The metal 1 layer:
The bar under the picture is 100 microns long.
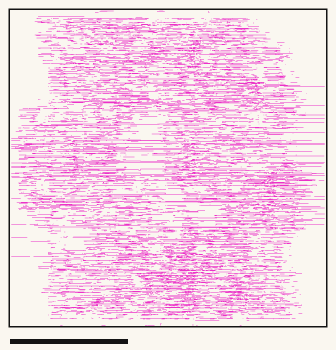
Close-up of the layout:
The bar under the picture is 20 microns long. Region (109, 162) to (159, 212) microns. Cells in grey, sequential cells in the stronger grey; small squares are vias.
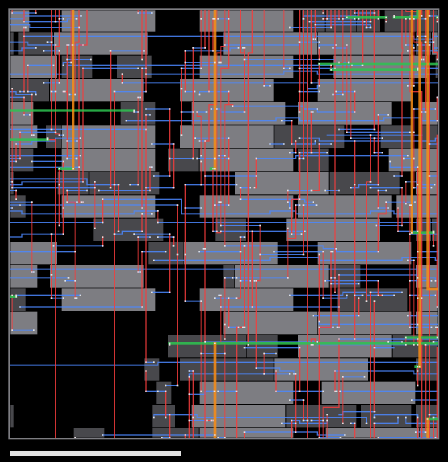
Clock routing:
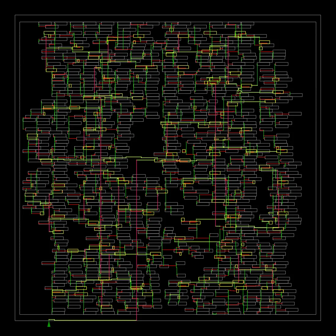
--- src/rtl/head_gbus_pkg.sv ---
// Shared global-bus definitions for the head-level write arbiter.
package head_gbus_pkg;

  localparam int unsigned HEAD_SRAM_BIAS_WIDTH = 2;
  localparam int unsigned BUS_CORE_ADDR_WIDTH  = 4;
  localparam int unsigned BUS_CMEM_ADDR_WIDTH  = 13;
  localparam int unsigned GBUS_ADDR_WIDTH      =
      HEAD_SRAM_BIAS_WIDTH + BUS_CORE_ADDR_WIDTH + BUS_CMEM_ADDR_WIDTH;
  localparam int unsigned GBUS_DATA_WIDTH      = 32;

  // One global-bus write beat as carried through the per-core FIFOs.
  typedef struct packed {
    logic [GBUS_ADDR_WIDTH-1:0] addr;
    logic [GBUS_DATA_WIDTH-1:0] data;
  } gbus_wr_t;

endpackage

--- src/rtl/gbus_wr_fifo.sv ---
// Small synchronous FIFO buffering one core's global-bus write stream.
// DEPTH must be a power of two so the pointers wrap naturally.
module gbus_wr_fifo #(
  parameter int unsigned WIDTH = 51,
  parameter int unsigned DEPTH = 4
) (
  input  logic                       clk,
  input  logic                       rst,
  input  logic                       push,
  input  logic                       pop,
  input  logic [WIDTH-1:0]           wdata,
  output logic [WIDTH-1:0]           rdata,
  output logic [$clog2(DEPTH):0]     count,
  output logic                       full,
  output logic                       empty
);

  import head_gbus_pkg::*;

  localparam int unsigned PTR_W = $clog2(DEPTH);
  localparam int unsigned CNT_W = PTR_W + 1;

  logic [WIDTH-1:0] mem_q [DEPTH];
  logic [PTR_W-1:0] wr_ptr_q, rd_ptr_q;
  logic [CNT_W-1:0] count_q, count_d;
  logic             do_push, do_pop;

  // A push into a full FIFO is only legal when the head leaves the same cycle.
  assign do_push = push && (!full || pop);
  assign do_pop  = pop && !empty;

  assign full  = (count_q == CNT_W'(DEPTH));
  assign empty = (count_q == '0);
  assign count = count_q;
  assign rdata = mem_q[rd_ptr_q];

  // Occupancy next-state: simultaneous push and pop leave the count unchanged.
  always_comb begin
    count_d = count_q;
    unique case ({do_push, do_pop})
      2'b10:   count_d = count_q + 1'b1;
      2'b01:   count_d = count_q - 1'b1;
      default: count_d = count_q;
    endcase
  end

  // Storage array; payload needs no reset since count gates visibility.
  always_ff @(posedge clk) begin
    if (do_push) begin
      mem_q[wr_ptr_q] <= wdata;
    end
  end

  // Pointer and occupancy registers.
  always_ff @(posedge clk) begin
    if (rst) begin
      wr_ptr_q <= '0;
      rd_ptr_q <= '0;
      count_q  <= '0;
    end else begin
      if (do_push) wr_ptr_q <= wr_ptr_q + 1'b1;
      if (do_pop)  rd_ptr_q <= rd_ptr_q + 1'b1;
      count_q <= count_d;
    end
  end

endmodule

--- src/rtl/head_gbus_wr_arb.sv ---
// Head-level global-bus write arbiter: per-core FIFOs drained round-robin into
// a single registered ready/valid output stage.
module head_gbus_wr_arb #(
  parameter int unsigned CORE_NUM        = 4,
  parameter int unsigned GBUS_ADDR_WIDTH = head_gbus_pkg::GBUS_ADDR_WIDTH,
  parameter int unsigned GBUS_DATA_WIDTH = head_gbus_pkg::GBUS_DATA_WIDTH,
  parameter int unsigned FIFO_DEPTH      = 4
) (
  input  logic                                clk,
  input  logic                                rst,
  input  logic [CORE_NUM-1:0]                 core_gbus_wen,
  input  logic [CORE_NUM*GBUS_ADDR_WIDTH-1:0] core_gbus_addr,
  input  logic [CORE_NUM*GBUS_DATA_WIDTH-1:0] core_gbus_wdata,
  output logic [CORE_NUM-1:0]                 core_fifo_full,
  output logic                                out_gbus_wen,
  output logic [GBUS_ADDR_WIDTH-1:0]          out_gbus_addr,
  output logic [GBUS_DATA_WIDTH-1:0]          out_gbus_wdata,
  input  logic                                out_gbus_ready,
  output logic [$clog2(CORE_NUM)-1:0]         out_gbus_src,
  output logic [CORE_NUM-1:0]                 ovf_err,
  input  logic                                ovf_clear,
  output logic                                idle
);

  import head_gbus_pkg::*;

  localparam int unsigned SRC_W  = $clog2(CORE_NUM);
  localparam int unsigned CNT_W  = $clog2(FIFO_DEPTH) + 1;
  localparam int unsigned WORD_W = GBUS_ADDR_WIDTH + GBUS_DATA_WIDTH;

  logic [CORE_NUM-1:0] fifo_push, fifo_pop, fifo_full, fifo_empty, ovf_set;
  logic [WORD_W-1:0]   fifo_head  [CORE_NUM];
  logic [CNT_W-1:0]    fifo_count [CORE_NUM];

  logic                       load_ok;
  logic                       grant_vld;
  logic [SRC_W-1:0]           grant_idx;
  logic                       all_empty;

  logic                       out_wen_q;
  logic [GBUS_ADDR_WIDTH-1:0] out_addr_q;
  logic [GBUS_DATA_WIDTH-1:0] out_data_q;
  logic [SRC_W-1:0]           out_src_q;
  logic [SRC_W-1:0]           ptr_q;
  logic [CORE_NUM-1:0]        ovf_q;

  // Output register may accept a new word when empty or draining this cycle.
  assign load_ok = !out_wen_q || out_gbus_ready;

  for (genvar i = 0; i < CORE_NUM; i++) begin : g_fifo
    gbus_wr_fifo #(
      .WIDTH (WORD_W),
      .DEPTH (FIFO_DEPTH)
    ) u_fifo (
      .clk   (clk),
      .rst   (rst),
      .push  (fifo_push[i]),
      .pop   (fifo_pop[i]),
      .wdata ({core_gbus_addr[i*GBUS_ADDR_WIDTH +: GBUS_ADDR_WIDTH],
               core_gbus_wdata[i*GBUS_DATA_WIDTH +: GBUS_DATA_WIDTH]}),
      .rdata (fifo_head[i]),
      .count (fifo_count[i]),
      .full  (fifo_full[i]),
      .empty (fifo_empty[i])
    );
  end

  // Push qualification and overflow detection; a full FIFO popped this cycle still accepts.
  always_comb begin
    fifo_push = '0;
    ovf_set   = '0;
    for (int i = 0; i < CORE_NUM; i++) begin
      fifo_push[i] = core_gbus_wen[i] && (!fifo_full[i] || fifo_pop[i]);
      ovf_set[i]   = core_gbus_wen[i] && fifo_full[i] && !fifo_pop[i];
    end
  end

  // Round-robin search starting one past the last granted core.
  always_comb begin
    int unsigned cand;
    cand      = 0;
    grant_vld = 1'b0;
    grant_idx = '0;
    for (int unsigned k = 1; k <= CORE_NUM; k++) begin
      cand = (32'(ptr_q) + k) % CORE_NUM;
      if (!grant_vld && !fifo_empty[SRC_W'(cand)]) begin
        grant_vld = 1'b1;
        grant_idx = SRC_W'(cand);
      end
    end
  end

  // Pop only the granted FIFO, and only when the output stage can take its head.
  always_comb begin
    fifo_pop = '0;
    if (load_ok && grant_vld) begin
      fifo_pop[grant_idx] = 1'b1;
    end
  end

  // Registered output stage and round-robin pointer.
  always_ff @(posedge clk) begin
    if (rst) begin
      out_wen_q  <= 1'b0;
      out_addr_q <= '0;
      out_data_q <= '0;
      out_src_q  <= '0;
      ptr_q      <= SRC_W'(CORE_NUM - 1);
    end else if (load_ok) begin
      if (grant_vld) begin
        out_wen_q                <= 1'b1;
        {out_addr_q, out_data_q} <= fifo_head[grant_idx];
        out_src_q                <= grant_idx;
        ptr_q                    <= grant_idx;
      end else begin
        out_wen_q <= 1'b0;
      end
    end
  end

  // Sticky overflow flags; a new overflow wins over a same-cycle clear.
  always_ff @(posedge clk) begin
    if (rst) begin
      ovf_q <= '0;
    end else begin
      ovf_q <= (ovf_clear ? '0 : ovf_q) | ovf_set;
    end
  end

  // Idle when every FIFO and the output stage are empty.
  always_comb begin
    all_empty = 1'b1;
    for (int i = 0; i < CORE_NUM; i++) begin
      if (fifo_count[i] != '0) all_empty = 1'b0;
    end
  end

  assign idle           = all_empty && !out_wen_q;
  assign core_fifo_full = fifo_full;
  assign ovf_err        = ovf_q;
  assign out_gbus_wen   = out_wen_q;
  assign out_gbus_addr  = out_addr_q;
  assign out_gbus_wdata = out_data_q;
  assign out_gbus_src   = out_src_q;

endmodule
--- config.mk ---
export PLATFORM = sky130hd
export DESIGN_NAME = head_gbus_wr_arb
export DESIGN_NICKNAME = d
export VERILOG_FILES = /design/src/rtl/head_gbus_pkg.sv /design/src/rtl/gbus_wr_fifo.sv /design/src/rtl/head_gbus_wr_arb.sv
export SDC_FILE = /design/constraint.sdc
export NUM_CORES = 1
export LEC_CHECK = 0
export ABC_AREA = 0
export CORE_MARGIN = 4
export CORE_UTILIZATION = 53
export DETAILED_ROUTE_END_ITERATION = 16
export GPL_TIMING_DRIVEN = 0
export PLACE_DENSITY = 0.82
export SLEW_MARGIN = 30
export SYNTH_ARGS = -nofsm -noshare
export SYNTH_HDL_FRONTEND = slang
export SYNTH_HIERARCHICAL = 1
export SYNTH_SLANG_ARGS = --single-unit
--- constraint.sdc ---
create_clock -name clk -period 3.5 [get_ports clk]
set_input_delay 0.525 -clock clk [delete_from_list [all_inputs] [get_ports clk]]
set_output_delay 0.525 -clock clk [all_outputs]
set_load 0.005 [all_outputs]
==> results.rst <==
Run summary
-----------

.. list-table::
   :header-rows: 1

   * - Metric
     - Value
   * - Leakage dissipation
     - approximately 0.014 uW
   * - Stage-log warning count
     - 38
   * - Maximum single-stage delay on the critical path
     - 0.40 ns
   * - Port bufs
     - approximately 270
   * - Switching power
     - about 12,000 uW
   * - Average wire length per cell after detail routing
     - approximately 28 microns
   * - Data required time of the critical path
     - between 4 and 5 ns
   * - Hold buffers post-CTS
     - 0
   * - Data arrival, critical path
     - around 4 ns
   * - Category of the most critical setup path
     - flop to flop
   * - Clock net power
     - between 9000 and 10,000 uW
   * - Sequential cell power
     - 14,100 uW
   * - CP Capture Type
     - flop
   * - Worst-case vdd ir drop
     - roughly 0.54 mV
   * - Share of post-route cells with drive strength above 1
     - around a quarter
   * - Count of state elements after synthesis
     - about 910
   * - Worst setup SP type
     - flop
   * - Worst r2r path cells
     - 16
   * - Netlist area before placement
     - around 36,000 sq um
   * - Via count of the first global-routing pass
     - ~19,000
   * - Count of pins on the block boundary
     - around 280
   * - Core ar.
     - ~66,000 sq um
   * - Max_slew headroom
     - 36.85%
   * - CTS clock-pin slew for the worst setup and hold paths
     - approximately 0.07 ns
   * - Global-route wire length before repair
     - ~130 mm
   * - Yosys Instances
     - about 1,700
   * - Most numerous cell in the Yosys netlist
     - sky130_fd_sc_hd__edfxtp_1
   * - Chip area estimate from yosys synthesis
     - around 36,000 sq um
   * - Syn. warnings
     - 6
   * - Post-route fraction of the period consumed by the critical path
     - between 90% and 100%
   * - Layer with the highest usage after global routing
     - met2
   * - Clock root cell
     - sky130_fd_sc_hd__clkbuf_16
   * - Met2 GRT Util
     - between 30% and 40%
   * - Total met2 wirelength after detailed routing
     - roughly 42 mm
   * - Hold Path Sink
     - out_gbus_src[1]
   * - Power density over the cells
     - slightly below 900 nW/um^2
   * - Maximum frequency from static timing analysis
     - around 290 MHz
   * - Vias per Instance
     - 6.075
   * - Worst reg2reg endpoint
     - g_fifo[0].u_fifo/count[2]
   * - Die width
     - around 270 microns
   * - Proportion of netlist area held by the largest area contributor
     - between 60% and 70%
   * - Number of antenna violations at the first check in global routing
     - 33
   * - Number of nets in the synthesized netlist
     - between 1,500 and 2,000
   * - Largest delay contributor family on the critical path
     - simple AND/OR/NAND/NOR gates
   * - Post-synth tally of flip-flops with integrated enable
     - around 800
   * - Number of filler instances in the final layout
     - ~4,200
   * - Cell type with the largest total area
     - sky130_fd_sc_hd__edfxtp_1
   * - Switching Fraction
     - between 30 and 40%
   * - Met3 Use GR
     - approximately 5.8%
   * - Flop-to-flop setup slack
     - between 0.04 and 0.05 ns
   * - Time the worst path needs with I/O delays and setup
     - between 3 and 4 ns
   * - Maximum number of pins on one net before global-route repair
     - about 40
   * - Iteration-0 DRC count of the detailed router
     - 2,093
   * - Design internal power
     - 25,490 uW
   * - Top area cells in the synthesized netlist
     - sky130_fd_sc_hd__edfxtp_1, sky130_fd_sc_hd__mux4_2, sky130_fd_sc_hd__dfxtp_1
   * - Clock share of power
     - around a quarter
   * - CP endpoint
     - g_fifo[0].u_fifo/count[2]
   * - CTS tree
     - built
   * - Total Neg Setup Slack
     - 0 ns
   * - Origin of the worst setup path
     - g_fifo[1].u_fifo/count[0]
   * - Comb power
     - ~14,000 uW
   * - Combinational group share of total power
     - 36.9%
   * - Cells on Worst Hold Path
     - 2
   * - Met3 routed wirelength
     - between 7 and 8 mm
   * - Detailed-route wire length
     - about 86 mm
   * - Antenna Violating Nets Remaining
     - 0
   * - Critical path depth
     - 16
   * - HPWL after detailed placement
     - 57.18 mm
   * - Leading register cell type out of synthesis
     - sky130_fd_sc_hd__edfxtp_1
   * - Final net count
     - between 2,000 and 2,500
   * - Sequential group share of total power
     - a little under two fifths
   * - Outcome
     - finished, final reports clean
   * - Growth of design area from synthesis to finish
     - 21.69%
   * - All-Layer GR Usage
     - approximately a quarter
   * - Highest metal layer used by the detailed router
     - met5
   * - Overall power after layout
     - roughly 38,000 uW
   * - Number of setup violations in the final report
     - 0
   * - DRC
     - 0
   * - Most numerous cell types in the synthesized netlist
     - sky130_fd_sc_hd__edfxtp_1, sky130_fd_sc_hd__mux4_2, sky130_fd_sc_hd__dfxtp_1, sky130_fd_sc_hd__a21oi_1, sky130_fd_sc_hd__o31ai_1
   * - Dominant power group
     - sequential cells
   * - Total count of hold-check failures in the final report
     - 0
   * - Final setup slack of the worst path
     - ~0.044 ns
   * - Portion of the post-synthesis area used by sequential elements
     - about 74%
   * - Post-synth cell types
     - approximately 45
   * - Critical-path cell with the highest stage delay
     - sky130_fd_sc_hd__a221oi_2
   * - Max clock buf depth
     - 3
   * - Hold Path Origin
     - out_gbus_src[1]
   * - Total overflow reported by the global router
     - 0
   * - CTS HTree Levels
     - 3
   * - Final-report max-slew violation count
     - 0
   * - Initial DRT Pass Iterations
     - 5
   * - Number of maximum-capacitance constraint violations
     - 0
   * - Pre-CTS setup slack
     - -0.8888 ns
   * - Final worst hold slack
     - between 0.4 and 0.5 ns
   * - Cells after Synth
     - about 1,700
   * - Class of the tightest hold or removal check
     - flop to flop
   * - Core utilization before placement
     - a little over half
   * - FFs w/ async S/R, synth
     - 0%
   * - Launch instance of the worst register-to-register path
     - g_fifo[1].u_fifo/count[0]
   * - Syn_area_per_cell
     - just over 20 sq um
   * - Site row count
     - 94
   * - Buffers and inverters on the worst path
     - 4
   * - Cells along the critical path
     - nor3_4, buf_6, buf_4, a2bb2oi_1, a221oi_2, nand2b_4, o21ai_1, and2_1, a21boi_4, inv_2, ha_4, inv_1, fa_2, xor2_1, or3_1, a21oi_2
   * - Slew at the pin closest to its max-slew limit
     - around 0.95 ns
   * - Die Size
     - roughly 71,000 sq um
   * - Die span in y
     - roughly 270 microns
   * - Largest driver fanout on the critical path
     - 7
   * - Global placer's final weighted congestion
     - slightly below 0.9
   * - Met1 routed wirelength after detailed routing
     - between 30 and 40 mm
-- 'the metal 1 layer' (at the start) --
share of all routed wire: 38%
nets with wire on the layer: 2,280
longest straight run: 121 microns
wire length on this layer: 33.0 mm
main direction: horizontal
total number of vias: 18,800
met1 capacity usage during global routing: 32.50%

-- 'close-up of the layout' (at the start) --
[orange] metal 4
[blue] metal 1
[green] metal 3
[red] metal 2
cells with their middle in the window: 73
most frequent: edfxtp_1 (37), clkdlybuf4s50_1 (10), mux4_2 (9)
netlist names of flops here include: g_fifo.u_fifo/mem_q (37)
sequential cells in the window: 37

-- 'clock routing' (at the start) --
flip-flops: 912
cts bufs inserted: 89
skew final: 0.02116 ns
clk latency late pin: 0.63 ns
clock sink count: 912

==> cell type report <==
type,instances,area [sq um],area share (%)
Antenna cell,23,57.56,0.1328
Buffer,107,849.6,1.960
Clock buffer,115,2490,5.746
Clock inverter,52,479.2,1.106
Inverter,32,120.1,0.2772
Multi-Input combinational cell,669,8466,19.54
Sequential cell,912,26440,61.01
Tap cell,864,1081,2.495
Timing Repair Buffer,321,3353,7.738
==> cell usage in the layout, fill, tap and decap left out, drive strengths merged, types with 2 or more instances in the layout <==
master         Yosys  routed
diode              0      23
nand2b            14      14
clkdlybuf4s50      0     274
nand4             52      52
and2              21      21
nor2              40      40
a21oi             71      71
mux2i              4       4
xor2              12      12
inv               32      36
fa                 4       4
o21ai             13      13
a221o             51      51
nand3              2       2
a21boi             4       4
nor2b              2       2
buf               68     113
nand2             11      11
nor3               8       8
o211ai             4       4
clkinv             0      33
clkinvlp           0       7
o21bai             2       2
ha                20      20
clkbuf            42     156
nor3b              4       4
o31ai             55      55
nor4               2       2
or3                9       9
mux2              55      55
dfxtp             96      96
bufinv             0       8
edfxtp           816     816
mux4             204     204
==> flip-flops by register name, indices dropped and copies added, names as in the netlist, named ones only <==
name	cells
g_fifo.u_fifo/mem_q	816
out_gbus_wdata	32
out_gbus_addr	19
g_fifo.u_fifo/count	12
g_fifo.u_fifo/rd_ptr_q	8
g_fifo.u_fifo/wr_ptr_q	8
ovf_err	4
out_gbus_src	2
ptr_q	2
out_gbus_wen	1
==> through the flow <==
stage               cell area, sq um  cells  utilization [%]
floorplan                      35630   1723                -
global placement               39450   2861            59.58
detailed placement             39850   2877            60.19
CTS                            43050   3056            65.01
global route                   43300   3083            65.40
finish                         43330   3095            65.44
==> worst register-to-register path, cell delays in order, from the launching register on <==
cell                        delay, ns
sky130_fd_sc_hd__dfxtp_4         0.36
sky130_fd_sc_hd__nor3_4          0.21
sky130_fd_sc_hd__buf_6           0.13
sky130_fd_sc_hd__buf_4           0.15
sky130_fd_sc_hd__a2bb2oi_1       0.10
sky130_fd_sc_hd__a221oi_2        0.40
sky130_fd_sc_hd__nand2b_4        0.24
sky130_fd_sc_hd__o21ai_1         0.09
sky130_fd_sc_hd__and2_1          0.21
sky130_fd_sc_hd__a21boi_4        0.18
sky130_fd_sc_hd__inv_2           0.10
sky130_fd_sc_hd__ha_4            0.13
sky130_fd_sc_hd__inv_1           0.05
sky130_fd_sc_hd__fa_2            0.33
sky130_fd_sc_hd__xor2_1          0.18
sky130_fd_sc_hd__or3_1           0.36
sky130_fd_sc_hd__a21oi_2         0.17
==> logic make-up (layout without fill, tap and decap cells) <==
logic type	Yosys count	count (layout)	share of synthesized area (%)
DFF	912	912	74.21
muxes	263	263	15.08
AOI/OAI and AO/OA	204	204	4.136
and+or+nand+nor	166	166	2.635
buffers and inverters	142	627	2.719
adders and majority gates	24	24	0.9276
xor gates and xnor gates	12	12	0.2951
other	0	23	0
==> what timing repair did <==
action	4_1_cts	5_1_grt
endpoints found under the setup margin	833	240
setup buffers	14	17
pin swaps	9	13
gates resized	29	27
No activity file was given, so power comes from the tool's default toggle rates.
